[config.mk]
export PLATFORM = sky130hd
export DESIGN_NAME = masked_pipe_ctrl_flat
export DESIGN_NICKNAME = d
export VERILOG_FILES = /design/src/rtl/masked_ctrl_pkg.sv /design/src/rtl/masked_pipe_ctrl_if.sv /design/src/rtl/ctrl_valid_shreg.sv /design/src/rtl/masked_pipe_ctrl.sv /design/src/flat_wrapper.sv
export SDC_FILE = /design/constraint.sdc
export NUM_CORES = 1
export LEC_CHECK = 0
export ABC_AREA = 1
export CAP_MARGIN = 10
export CORE_MARGIN = 2
export CORE_UTILIZATION = 43
export DETAILED_ROUTE_END_ITERATION = 16
export PLACE_DENSITY = 0.75
export SYNTH_ARGS = -nofsm -noshare
export SYNTH_HDL_FRONTEND = slang
export SYNTH_SLANG_ARGS = --single-unit
[constraint.sdc]
create_clock -name clk -period 2.3 [get_ports clk]
set_input_delay 0.345 -clock clk [delete_from_list [all_inputs] [get_ports clk]]
set_output_delay 0.345 -clock clk [all_outputs]
set_load 0.01 [all_outputs]
[src/rtl/masked_ctrl_pkg.sv]
// Shared types for the masked gadget pipeline sequencer.
package masked_ctrl_pkg;

  typedef enum logic [1:0] {
    IDLE  = 2'd0,
    RUN   = 2'd1,
    DRAIN = 2'd2
  } state_e;

  localparam state_e STATE_RST = IDLE;

endpackage

[src/rtl/masked_pipe_ctrl_if.sv]
// Handshake bundle between scheduler, randomness source, downstream and the sequencer.
interface masked_pipe_ctrl_if #(
  parameter int unsigned LATENCY = 4
);
  localparam int unsigned CNT_W = $clog2(LATENCY + 1);

  logic             in_valid;
  logic             in_last;
  logic             in_ready;
  logic             rnd_valid;
  logic             rnd_ready;
  logic             pipe_en;
  logic             out_valid;
  logic             out_last;
  logic             out_ready;
  logic             busy;
  logic             done;
  logic [CNT_W-1:0] inflight;

  // Controller side
  modport master (
    input  in_valid, in_last, rnd_valid, out_ready,
    output in_ready, rnd_ready, pipe_en, out_valid, out_last, busy, done, inflight
  );

  // Environment side
  modport slave (
    output in_valid, in_last, rnd_valid, out_ready,
    input  in_ready, rnd_ready, pipe_en, out_valid, out_last, busy, done, inflight
  );

endinterface

[src/rtl/ctrl_valid_shreg.sv]
// Enable-gated valid/last token shift register shadowing the datapath stages.
module ctrl_valid_shreg #(
  parameter int unsigned LATENCY = 4
) (
  input  logic               clk,
  input  logic               rst,
  input  logic               en,
  input  logic               in_vld,
  input  logic               in_lst,
  output logic [LATENCY-1:0] vld,
  output logic [LATENCY-1:0] lst
);

  // Shift left so bit LATENCY-1 is the output stage; works for LATENCY=1 too
  always_ff @(posedge clk or posedge rst) begin
    if (rst) begin
      vld <= '0;
      lst <= '0;
    end else if (en) begin
      vld <= (vld << 1) | LATENCY'(in_vld);
      lst <= (lst << 1) | LATENCY'(in_lst);
    end
  end

endmodule

[src/rtl/masked_pipe_ctrl.sv]
// Global-enable sequencer for a fixed-latency masked gadget pipeline with
// randomness-gated advance, output back-pressure and batch drain tracking.
module masked_pipe_ctrl
  import masked_ctrl_pkg::*;
#(
  parameter int unsigned LATENCY = 4
) (
  input  logic               clk,
  input  logic               rst,
  masked_pipe_ctrl_if.master bus
);

  localparam int unsigned CNT_W = $clog2(LATENCY + 1);

  state_e             state;
  logic [LATENCY-1:0] vld;
  logic [LATENCY-1:0] lst;
  logic [CNT_W-1:0]   inflight;
  logic [CNT_W-1:0]   cnt_nxt;
  logic               busy;
  logic               done;
  logic               slot_free;
  logic               in_ready_c;
  logic               in_xfer;
  logic               pipe_en_c;
  logic               out_xfer;

  // Advance only with fresh randomness, a free output slot and something to move
  always_comb begin
    slot_free  = !vld[LATENCY-1] || bus.out_ready;
    in_ready_c = bus.rnd_valid && slot_free && (state != DRAIN);
    in_xfer    = bus.in_valid && in_ready_c;
    pipe_en_c  = bus.rnd_valid && slot_free && ((|vld) || in_xfer);
    out_xfer   = vld[LATENCY-1] && bus.out_ready && pipe_en_c;
    cnt_nxt    = inflight + CNT_W'(in_xfer) - CNT_W'(out_xfer);
  end

  ctrl_valid_shreg #(
    .LATENCY (LATENCY)
  ) u_shreg (
    .clk    (clk),
    .rst    (rst),
    .en     (pipe_en_c),
    .in_vld (in_xfer),
    .in_lst (in_xfer && bus.in_last),
    .vld    (vld),
    .lst    (lst)
  );

  // Batch FSM with registered busy/done and in-flight count
  always_ff @(posedge clk or posedge rst) begin
    if (rst) begin
      state    <= STATE_RST;
      busy     <= 1'b0;
      done     <= 1'b0;
      inflight <= '0;
    end else begin
      done     <= 1'b0;
      inflight <= cnt_nxt;
      case (state)
        IDLE: begin
          if (in_xfer) begin
            state <= bus.in_last ? DRAIN : RUN;
            busy  <= 1'b1;
          end
        end
        RUN: begin
          if (in_xfer && bus.in_last) begin
            state <= DRAIN;
          end else if (cnt_nxt == '0) begin
            state <= IDLE;
            busy  <= 1'b0;
          end
        end
        DRAIN: begin
          if (out_xfer && lst[LATENCY-1]) begin
            state <= IDLE;
            busy  <= 1'b0;
            done  <= 1'b1;
          end
        end
        default: begin
          state <= IDLE;
          busy  <= 1'b0;
        end
      endcase
    end
  end

  assign bus.in_ready  = in_ready_c;
  assign bus.pipe_en   = pipe_en_c;
  assign bus.rnd_ready = pipe_en_c;
  assign bus.out_valid = vld[LATENCY-1];
  assign bus.out_last  = vld[LATENCY-1] && lst[LATENCY-1];
  assign bus.busy      = busy;
  assign bus.done      = done;
  assign bus.inflight  = inflight;

endmodule

[src/flat_wrapper.sv]
// flat-port wrapper written by rule: the top's interface ports become plain ports
module masked_pipe_ctrl_flat import masked_ctrl_pkg::*;
#(
  parameter int unsigned LATENCY = 4
)
  (clk, rst, bus_in_valid, bus_in_last, bus_rnd_valid, bus_out_ready, bus_in_ready, bus_rnd_ready, bus_pipe_en, bus_out_valid, bus_out_last, bus_busy, bus_done, bus_inflight);
  masked_pipe_ctrl_if #(.LATENCY(LATENCY)) bus_i ();
  input  logic clk;
  input  logic rst;
  input wire logic [$bits(bus_i.in_valid)-1:0] bus_in_valid;
  input wire logic [$bits(bus_i.in_last)-1:0] bus_in_last;
  input wire logic [$bits(bus_i.rnd_valid)-1:0] bus_rnd_valid;
  input wire logic [$bits(bus_i.out_ready)-1:0] bus_out_ready;
  output wire logic [$bits(bus_i.in_ready)-1:0] bus_in_ready;
  output wire logic [$bits(bus_i.rnd_ready)-1:0] bus_rnd_ready;
  output wire logic [$bits(bus_i.pipe_en)-1:0] bus_pipe_en;
  output wire logic [$bits(bus_i.out_valid)-1:0] bus_out_valid;
  output wire logic [$bits(bus_i.out_last)-1:0] bus_out_last;
  output wire logic [$bits(bus_i.busy)-1:0] bus_busy;
  output wire logic [$bits(bus_i.done)-1:0] bus_done;
  output wire logic [$bits(bus_i.inflight)-1:0] bus_inflight;
  assign bus_i.in_valid = bus_in_valid;
  assign bus_i.in_last = bus_in_last;
  assign bus_i.rnd_valid = bus_rnd_valid;
  assign bus_i.out_ready = bus_out_ready;
  assign bus_in_ready = bus_i.in_ready;
  assign bus_rnd_ready = bus_i.rnd_ready;
  assign bus_pipe_en = bus_i.pipe_en;
  assign bus_out_valid = bus_i.out_valid;
  assign bus_out_last = bus_i.out_last;
  assign bus_busy = bus_i.busy;
  assign bus_done = bus_i.done;
  assign bus_inflight = bus_i.inflight;
  masked_pipe_ctrl #(.LATENCY(LATENCY)) u_core (.clk(clk), .rst(rst), .bus(bus_i));
endmodule
**Run 1: power grid**

Scale bar: 10 microns. Pins as bars on the die edge.
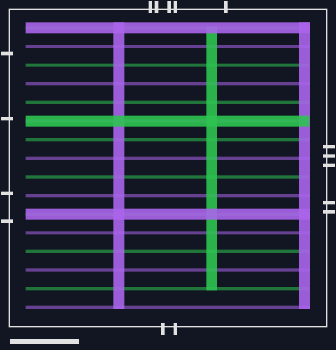
VDD -> green
VSS -> purple
signal pins = 16
met1 rails = 16
rows = 15
Core Region: 1690 sq um
Die X: 46.1 microns
worst ir drop on vdd: 0.703 mV
height of the die: 46.1 microns

**Run 1: cells coloured by class**

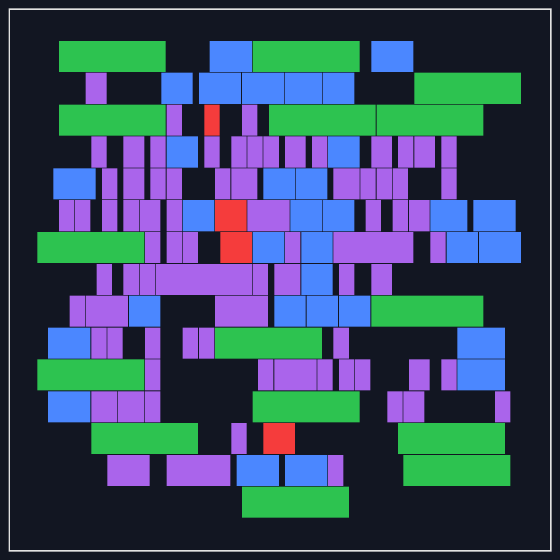
clock drivers and dummy loads -> red  # cells 4, share of their area 2.4%
flops -> green  # cells 15, share of their area 35%
other buffers and delay cells -> blue  # cells 32, share of their area 26%
combinational and other logic -> purple  # cells 78, share of their area 37%
sequential share of cell area: 0.342
row count: 15

**Run 1: routed clock nets over the placement**

Scale bar: 10 microns.
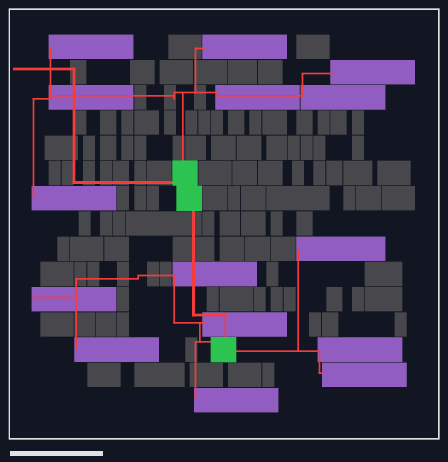
flip-flops -> purple  # count 15
clock wires -> red  # length 188 microns
clock drivers -> green  # count 3
routed clock nets = 4
clock power share: 0.106
Final Skew: 0.499 ps
Late-Pin Clk Latency: 270 ps
Clock group: 0.146 mW

**Run 1: metal layers overlaid**

Scale bar: 10 microns.
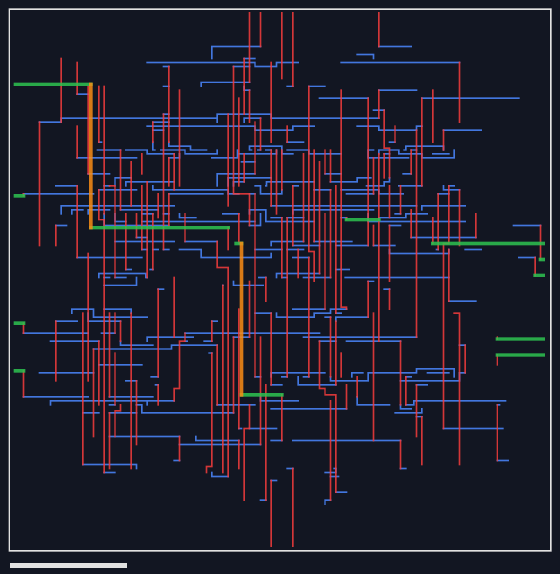
metal 1 -> blue  # wire length 688 microns
metal 3 -> green  # wire length 44.9 microns
metal 4 -> orange  # wire length 25.2 microns
metal 2 -> red  # wire length 878 microns
gr usage total: 0.184
wire length per cell: 11.2 microns
number of vias in the routed layout: 693
DRT Wirelength: 1640 microns

==> results.toml, run 1 <==
# generated from flow reports
[timing]
setup-violations-final = 5
finalCritPeriodShare = 1.08
setup_slack_ps = -182
period_minus_slack_ps = 2480
final_hold_viol_count = 0
tightest_slew_ps = 604
hold_ws_ps = 429
fmax_mhz = 403
slew_violations = 0
relSlewSlack = 0.597
tns_ps = -470
rsz0062_at_grt = "true"

[yosys]
syn-cell-area_sq_um = 763
ys_seq_frac = 0.492
top_cell_area_share = 0.492
yosys-top-cells-area = "dfrtp_1, nand2_1, inv_1, o21ai_0, nor2_1"
top_cell = "nand2_1"
synth_flops = 15
syn_avg_cell_area_sq_um = 8.03
async_flop_share = 1.00
ys_top_cells_by_count = "nand2_1, inv_1, dfrtp_1"
ys_area_sq_um = 763
edf_count = 0
yosysWarnings = 0
synth.largest_area_cell = "dfrtp_1"
ys_cells = 95
fp_nets = 104
syn_inst = 95
synth_cell_types = 17
ff_type = "dfrtp_1"

[final_layout]
nMultiInputCombCells = 57
fillers = 156
layout.nonclk_buf_frac = 0.253
seq_area_sq_um = 377
combGateArea_sq_um = 319
drive_gt1_frac = 0.271
n_antenna_cell = 0
final_util = 0.651
dominant_cells = "sequential cells"
layout.cells.non_filler = 146
final_common_cell = "nand2_1"
nClkBuffers = 4
nNetsFinal = 139
inverters_excl_clock = 21
sh_comb_area = 0.290
flops = 15
syn_to_final_growth_pct = 44.1
buffers = 32
postLayoutCellArea_sq_um = 1100
clk_share = 0.0239
final_cell_mix = "nand2_1, inv_1, buf_4, dfrtp_1, clkdlybuf4s50_1"

[routing]
vias_per_cell = 4.75
ant_nets = 0
drtIter0Drc = 12
drc_errors = 0
firstDrtPassIters = 4

[status]
violations = "negative setup slack"
outcome = "complete, but fails checks"

[global_route]
grt_overflow = 0
grt_pass1_vias = 695
grt_pass1_wl_microns = 2720
grt_start_max_net_pins = 16
antenna_found_initial = 0

[cts]
cts_hold_buffers = 0
root_buffer = "clkbuf_4"
cts_resized = 10
cts.htree.levels = 1
path_clk_slew_ps = 80
clock_sinks = 15
clockBufferDepth = 2
cts_made_buffers = 3
cts_tree = "done"
cts_setup_buffers = 5

[setup_path]
crit_top_cell = "nand2_1"
endpoint_kind = "flip-flop"
cp.arrival_ps = 2660
critPathTopFamily = "adder cells"
critPathMaxFanout = 3
crit_type = "flip-flop to flip-flop"
crit_chain = "a21boi_4 > nand2_1 > nand2_2 > inv_2 > nor3_2 > ha_1 > inv_1 > ha_2 > fa_2 > nor2_2 > nand3_2 > nand2_1 > nand2_1 > nor2_1 > nand2_1 > nand2_1 > nand2_1"
cp_slowest_stage_delay_ps = 450
cp.required_ps = 2470
cp-start-kind = "flip-flop"
slowest_stage = "fa_2"
crit_buf_inv = 2

[power]
switching_share = 0.387
pg_comb_mw = 0.792
p_int_mw = 0.842
power_sequential_mw = 0.435
p_leak_nw = 0.590
power.group.top = "combinational cells"
comb_power_share = 0.577
switchingPower_mw = 0.531
seq_power_share = 0.317
power.total_mw = 1.37
powerDensity_nw_per_um2 = 1250

[place]
dp_slack_ps = -729
placed_cells = 137
gp_congestion = 0.756
numPortBuffers = 15
dp_hpwl_microns = 1220
placed_cell_area_sq_um = 1020

[hold_path]
hold_class = "input pin to asynchronous set/reset pin"

[floorplanning]
initial_core_util = 0.452
die-area_sq_um = 2130
ios = 16
taps = 17

[flow_run]
warnings = 29
drv_cap = 0
[run 1: routing by layer]
| layer | global-route usage | up-vias | routed length, microns |
|---|---|---|---|
| met5 | 0 | - | 0 |
| met1 | 0.197 | 317 | 687 |
| li1 | - | 359 | - |
| met2 | 0.339 | 13 | 877 |
| met4 | 0.0857 | 0 | 25 |
| met3 | 0.0353 | 4 | 44 |
[run 1: sequential cells by signal (all words and copies together), names as in the netlist]
| signal | count |
|---|---|
| u_core.bus.inflight | 3 |
| u_core.bus.done | 1 |
| u_core.u_shreg.lst | 4 |
| u_core.state | 2 |
| u_core.u_shreg.vld | 4 |
| u_core.bus.busy | 1 |
[run 1: final timing paths]
check                                                  startpoint                                 to  slack (ps)  depth (start not counted)
worst max-delay path            u_core.u_shreg.vld[3]$_DFFE_PP0N_        u_core.bus.busy$_DFFE_PP0P_        -180                         17
worst min-delay path                                          rst  u_core.u_shreg.lst[0]$_DFFE_PP0N_         430                          2
worst max register to register  u_core.u_shreg.vld[3]$_DFFE_PP0N_        u_core.bus.busy$_DFFE_PP0P_        -180                         17
worst min register to register  u_core.u_shreg.lst[1]$_DFFE_PP0N_  u_core.u_shreg.lst[1]$_DFFE_PP0N_         480                          2
max in group asynchronous                                     rst  u_core.u_shreg.vld[3]$_DFFE_PP0N_        1440                          2
min in group clk                u_core.u_shreg.lst[1]$_DFFE_PP0N_  u_core.u_shreg.lst[1]$_DFFE_PP0N_         480                          2
[run 1: logic make-up (layout without fill, tap and decap cells)]
group	count (synthesis)	count (layout)	synth area share
buffers and inverters	23	57	0.123
adders and majority gates	3	3	0.0590
and+or+nand+nor	44	44	0.243
DFF	15	15	0.492
AOI/OAI and AO/OA	10	10	0.0836
**Run 1: the clock network**

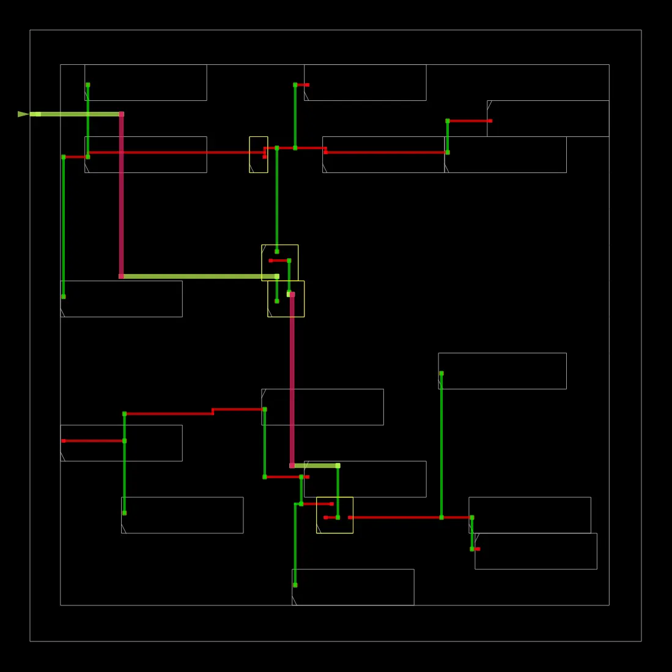

==> inputs of run 2 (changes only) <==
Settings changed: CORE_MARGIN 2 to 1.5, CORE_UTILIZATION 43 to 45, REMOVE_ABC_BUFFERS set to 1.
Clock period 2.3 ns to 2.9 ns, I/O delays scaled along.
**Run 2: the clock network**

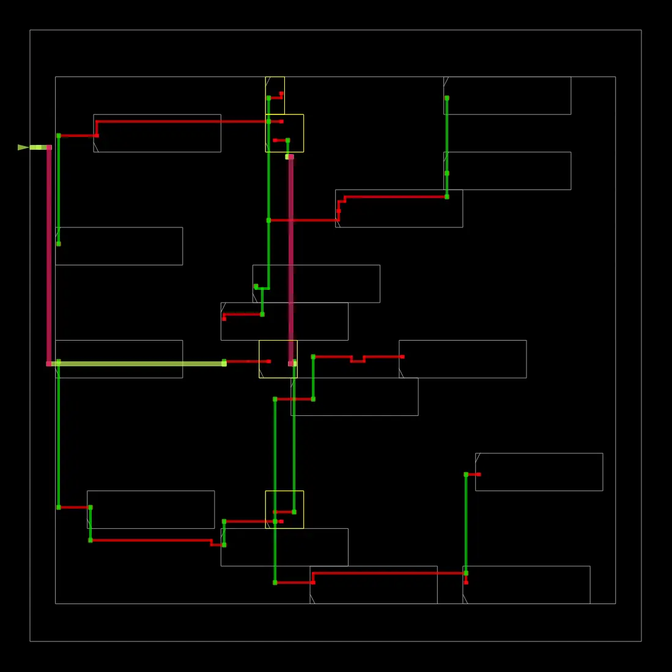
registers: 15
Final Skew: 0.383 ps

**Run 2: routed clock nets over the placement**

Scale bar: 10 microns.
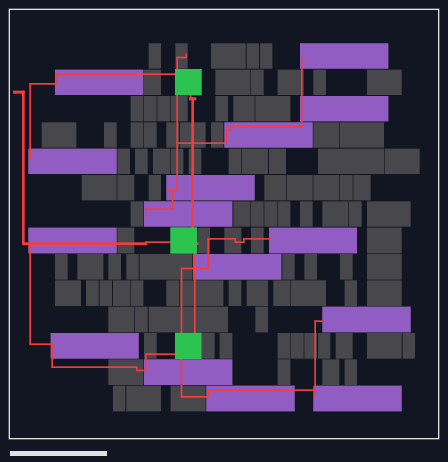
Late-Pin Clk Latency: 280 ps
clock power share: 0.121
Clock group: 0.123 mW

==> run 2 against run 1 <==
The run now ends clean. Synthesized cell count is the same. Register-to-register slack gained 420 ps. Non-clock buffer count shrank 8. Clock power shrank 16%. Final area shrank 6.6%. Sequential power shrank about 20%. Die area shrank 8.3%. Core utilization grew 1.5 points. Clock skew is essentially flat. Routed wire length shrank 4.3%. Critical endpoint unchanged. Largest power group unchanged.
==> results.toml, run 2 <==
# generated from flow reports
[status]
outcome = "completed"

[timing]
fmax_mhz = 375
rsz0062_at_grt = "false"
tightest_slew_ps = 585
slew_violations = 0
tns_ps = 0
setup_slack_ps = 234
final_hold_viol_count = 0
relSlewSlack = 0.610
setup-violations-final = 0

[setup_path]
cp-startpoint = "u_core.u_shreg.vld[3]$_DFFE_PP0N_"
cp.required_ps = 3080
slowest_stage = "fa_2"
crit_type = "flip-flop to flip-flop"
cp.arrival_ps = 2850
endpoint_kind = "flip-flop"
crit_buf_inv = 2
critPathMaxFanout = 4
timing.rr.start = "u_core.u_shreg.vld[3]$_DFFE_PP0N_"
critPathTopFamily = "simple AND/OR/NAND/NOR gates"
crit_chain = "a21boi_4 > nand3_2 > nand2_2 > inv_2 > nor3_2 > ha_1 > inv_1 > ha_2 > fa_2 > nor2_1 > nand3_1 > nand2_1 > nand2_1 > nor2_1 > nand2_1 > nand2_1 > nand2_1"
cp_slowest_stage_delay_ps = 450

[flow_run]
warnings = 25

[place]
placed_cells = 131
placed_cell_area_sq_um = 971
numPortBuffers = 15
dp_hpwl_microns = 1230

[yosys]
ys_seq_frac = 0.492
async_flop_share = 1.00
yosys-top-cells-area = "dfrtp_1, nand2_1, inv_1, o21ai_0, nor2_1"
ys_top_cells_by_count = "nand2_1, inv_1, dfrtp_1"
synth_flops = 15
synth.largest_area_cell = "dfrtp_1"
syn_avg_cell_area_sq_um = 8.03
top_cell_area_share = 0.492
ff_type = "dfrtp_1"
syn-cell-area_sq_um = 763
edf_count = 0
syn_inst = 95
ys_cells = 95
yosysWarnings = 0

[floorplanning]
dieHeight_microns = 44.2
initial_core_util = 0.495
rows = 14
ios = 16
die-area_sq_um = 1950

[final_layout]
final_cell_mix = "nand2_1, inv_1, dfrtp_1, clkdlybuf4s50_1, buf_4"
final_common_cell = "nand2_1"
layout.cells.non_filler = 137
n_antenna_cell = 0
postLayoutCellArea_sq_um = 1030
reg_top3 = "u_core.u_shreg.lst x4, u_core.u_shreg.vld x4, u_core.bus.inflight x3"
nNetsFinal = 131
syn_to_final_growth_pct = 34.6

[global_route]
track_usage = 0.187
grt_pass1_vias = 629
grt_pass1_wl_microns = 2570
grt_overflow = 0

[cts]
cts.htree.levels = 1
root_buffer = "clkbuf_4"
cts_hold_buffers = 0
path_clk_slew_ps = 90
clockBufferDepth = 2
cts_made_buffers = 3

[routing]
num_vias = 669
vias_per_cell = 4.88
wl_per_cell_microns = 11.4
drc_errors = 0
drtIter0Drc = 6

[hold_path]
hp-start = "u_core.u_shreg.lst[0]$_DFFE_PP0N_"
hold_class = "flip-flop to flip-flop"

[power]
peakVddDrop_mv = 0.569
==> run 2: cell count changes in the layout (fill, tap and decap cells not counted), sizes merged <==
cell,previous run,this run
clkdlybuf4s15,2,0
dlygate4sd2,2,0
buf,17,9
dlymetal6s2s,0,2
clkdlybuf4s50,11,13
==> run 2: final cells by class <==
cell class	count	area, sq um
fill	141	514
sequential	15	375
multi-input combinational	57	304
timing repair buffer	24	223
inverter	21	78.8
clock buffer	4	26.3
tap	16	20.0
==> run 2: routing by layer <==
metal,GRT usage,routed length [microns],vias to the layer above
li1,-,-,337
met1,0.218,637,311
met2,0.318,833,17
met3,0.0245,63,4
met4,0.127,30,0
met5,0,0,-
==> run 2: worst paths after layout <==
path / to / slack, ps / cells past startpoint
max: u_core.bus.busy$_DFFE_PP0P_ / 230 / 17
min: u_core.u_shreg.lst[0]$_DFFE_PP0N_ / 480 / 2
max reg2reg: u_core.bus.busy$_DFFE_PP0P_ / 230 / 17
min reg2reg: u_core.u_shreg.lst[0]$_DFFE_PP0N_ / 480 / 2
max in group asynchronous: u_core.bus.busy$_DFFE_PP0P_ / 2020 / 2
min in group asynchronous: u_core.u_shreg.lst[2]$_DFFE_PP0N_ / 500 / 2
==> run 2: where the power goes <==
part           internal, mW  switching (mW)  total (mW)
sequential            0.292          0.0533       0.346
combinational         0.269           0.280       0.549
clock                0.0534          0.0696       0.123
total                 0.615           0.402        1.02
==> run 2: what timing repair did <==
item | 4_1_cts | 5_1_grt
setup endpoints to repair | 0 | 3
resized | 0 | 6
buffers inserted | 0 | 2
==> run 2: cells by family after synthesis <==
logic type / after synthesis / share of synthesized area
compound gates: 10 / 0.0836
flops: 15 / 0.492
fa+ha+maj: 3 / 0.0590
simple gates: 44 / 0.243
buf+inv: 23 / 0.123
==> inputs of run 3 (changes only) <==
Settings changed: TNS_END_PERCENT set to 30.
**Run 3: the clock network**

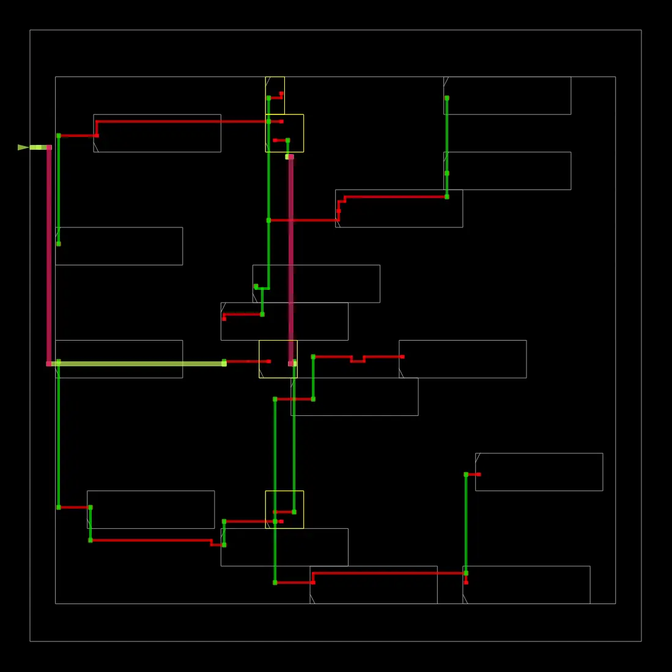
Clock Sinks: 15
clkbuf count: 4
total CTS buffers: 3

**Run 3: routed clock nets over the placement**

Scale bar: 10 microns.
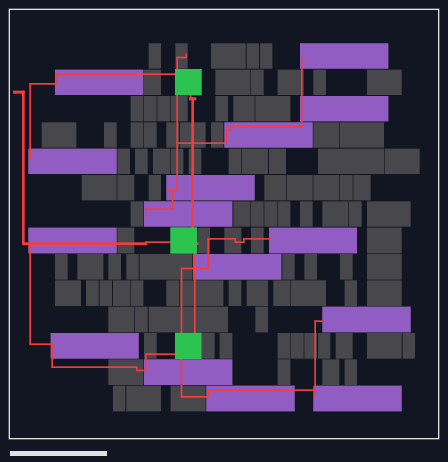
clock drivers -> green  # count 3
flip-flops -> purple  # count 15
clock wires -> red  # length 211 microns
flops lie = widely spread

==> run 3 against run 2 <==
Synthesized area did not move. Critical path depth did not move. Clock skew did not move. Register-to-register slack barely moved. Combinational power barely moved. Critical endpoint unchanged.
==> results.toml, run 3 <==
# generated from flow reports
[yosys]
ff_type = "dfrtp_1"
top_cell_area_share = 0.492
ys_top_cells_by_count = "nand2_1, inv_1, dfrtp_1"
synth.largest_area_cell = "dfrtp_1"
yosysWarnings = 0
yosys-top-cells-area = "dfrtp_1, nand2_1, inv_1, o21ai_0, nor2_1"
syn-cell-area_sq_um = 763
syn_avg_cell_area_sq_um = 8.03
edf_count = 0
syn_inst = 95
ys_cells = 95
synth_flops = 15
async_flop_share = 1.00
ys_seq_frac = 0.492

[timing]
fmax_mhz = 375
slew_violations = 0
relSlewSlack = 0.610
tns_ps = 0
rsz0062_at_grt = "false"
setup-violations-final = 0
tightest_slew_ps = 585
setup_slack_ps = 234
finClkSkew_ps = 0.383
final_hold_viol_count = 0

[floorplanning]
taps = 16
rows = 14
initial_core_util = 0.495
die-area_sq_um = 1950
dieHeight_microns = 44.2
coreArea_sq_um = 1540

[global_route]
track_usage = 0.187
grt_pass1_wl_microns = 2570
grt_overflow = 0
grt_pass1_vias = 629

[final_layout]
nMultiInputCombCells = 57
combGateArea_sq_um = 304
postLayoutCellArea_sq_um = 1030
layout.cells.non_filler = 137
clk_share = 0.0256
final_common_cell = "nand2_1"
sh_seq_area = 0.365
fillers = 141
syn_to_final_growth_pct = 34.6
final_cell_mix = "nand2_1, inv_1, dfrtp_1, clkdlybuf4s50_1, buf_4"
sh_comb_area = 0.296
nNetsFinal = 131
buffers = 24
flops = 15
inverters_excl_clock = 21
n_antenna_cell = 0
dominant_cells = "sequential cells"
reg_top3 = "u_core.u_shreg.lst x4, u_core.u_shreg.vld x4, u_core.bus.inflight x3"
seq_area_sq_um = 375

[setup_path]
endpoint_kind = "flip-flop"
timing.rr.start = "u_core.u_shreg.vld[3]$_DFFE_PP0N_"
crit_chain = "a21boi_4 > nand3_2 > nand2_2 > inv_2 > nor3_2 > ha_1 > inv_1 > ha_2 > fa_2 > nor2_1 > nand3_1 > nand2_1 > nand2_1 > nor2_1 > nand2_1 > nand2_1 > nand2_1"
reg2reg_depth = 17
crit_buf_inv = 2
timing.rr.end = "u_core.bus.busy$_DFFE_PP0P_"
cp.arrival_ps = 2850
slowest_stage = "fa_2"
crit_type = "flip-flop to flip-flop"
r2r_setup_slack_ps = 230
cp.required_ps = 3080
critPathMaxFanout = 4

[cts]
clockBufferDepth = 2
root_buffer = "clkbuf_4"
cts.htree.levels = 1
clock_latency_ps = 280

[flow_run]
drv_cap = 0
warnings = 25

[power]
clockPowerShare = 0.121
seq_power_share = 0.340
p_leak_nw = 0.561
peakVddDrop_mv = 0.569
switchingPower_mw = 0.402
p_int_mw = 0.615
switching_share = 0.396
comb_power_share = 0.539

[routing]
num_vias = 669
vias_per_cell = 4.88
drtIter0Drc = 6
wl_per_cell_microns = 11.4

[place]
dp_hpwl_microns = 1230
numPortBuffers = 15
placed_cell_area_sq_um = 971
placed_cells = 131

[hold_path]
hp-start = "u_core.u_shreg.lst[0]$_DFFE_PP0N_"
hold_class = "flip-flop to flip-flop"
whs_endpoint = "u_core.u_shreg.lst[0]$_DFFE_PP0N_"

[status]
outcome = "completed"
==> run 3: power by group through the flow <==
stage,Clock (mW),Sequential [mW],Combinational [mW]
2_1_floorplan,0,0.357,0.277
3_3_place_gp,0,0.344,0.501
3_5_place_dp,0,0.351,0.518
4_1_cts,0.126,0.347,0.521
5_1_grt,0.130,0.357,0.616
6_report,0.123,0.346,0.549
==> run 3: how the worst max path moves through the flow <==
stage               cells past startpoint  slack [ps]                     endpoint                              start
CTS                                    19          50  u_core.bus.busy$_DFFE_PP0P_                      bus_out_ready
floorplan                              18         240  u_core.bus.busy$_DFFE_PP0P_                      bus_out_ready
global route                           17           6  u_core.bus.busy$_DFFE_PP0P_  u_core.u_shreg.vld[3]$_DFFE_PP0N_
global placement                       19        -220  u_core.bus.busy$_DFFE_PP0P_                      bus_out_ready
finish                                 17         230  u_core.bus.busy$_DFFE_PP0P_  u_core.u_shreg.vld[3]$_DFFE_PP0N_
detailed placement                     19        -240  u_core.bus.busy$_DFFE_PP0P_                      bus_out_ready
==> run 3: layer usage <==
layer	vias to the layer above	global-route usage	part of all wire
li1	337	-	-
met1	311	0.218	0.41
met2	17	0.318	0.53
met3	4	0.0245	0.040
met4	0	0.127	0.019
met5	-	0	0
==> run 3: kinds of logic (layout without fill, tap and decap cells) <==
| family | after synthesis | after routing | synth area share |
|---|---|---|---|
| AND/OR/NAND/NOR | 44 | 44 | 0.243 |
| buffers and inverters | 23 | 49 | 0.123 |
| flip-flops | 15 | 15 | 0.492 |
| AND-OR/OR-AND | 10 | 10 | 0.0836 |
| adder cells (fa/ha/maj) | 3 | 3 | 0.0590 |
==> run 3: timing repair <==
action / CTS / global route
buffers inserted: 0 / 2
hold buffers: 0 / 0
endpoints found under the setup margin: 0 / 3
resized: 0 / 6
No activity file was given, so power comes from the tool's default toggle rates.
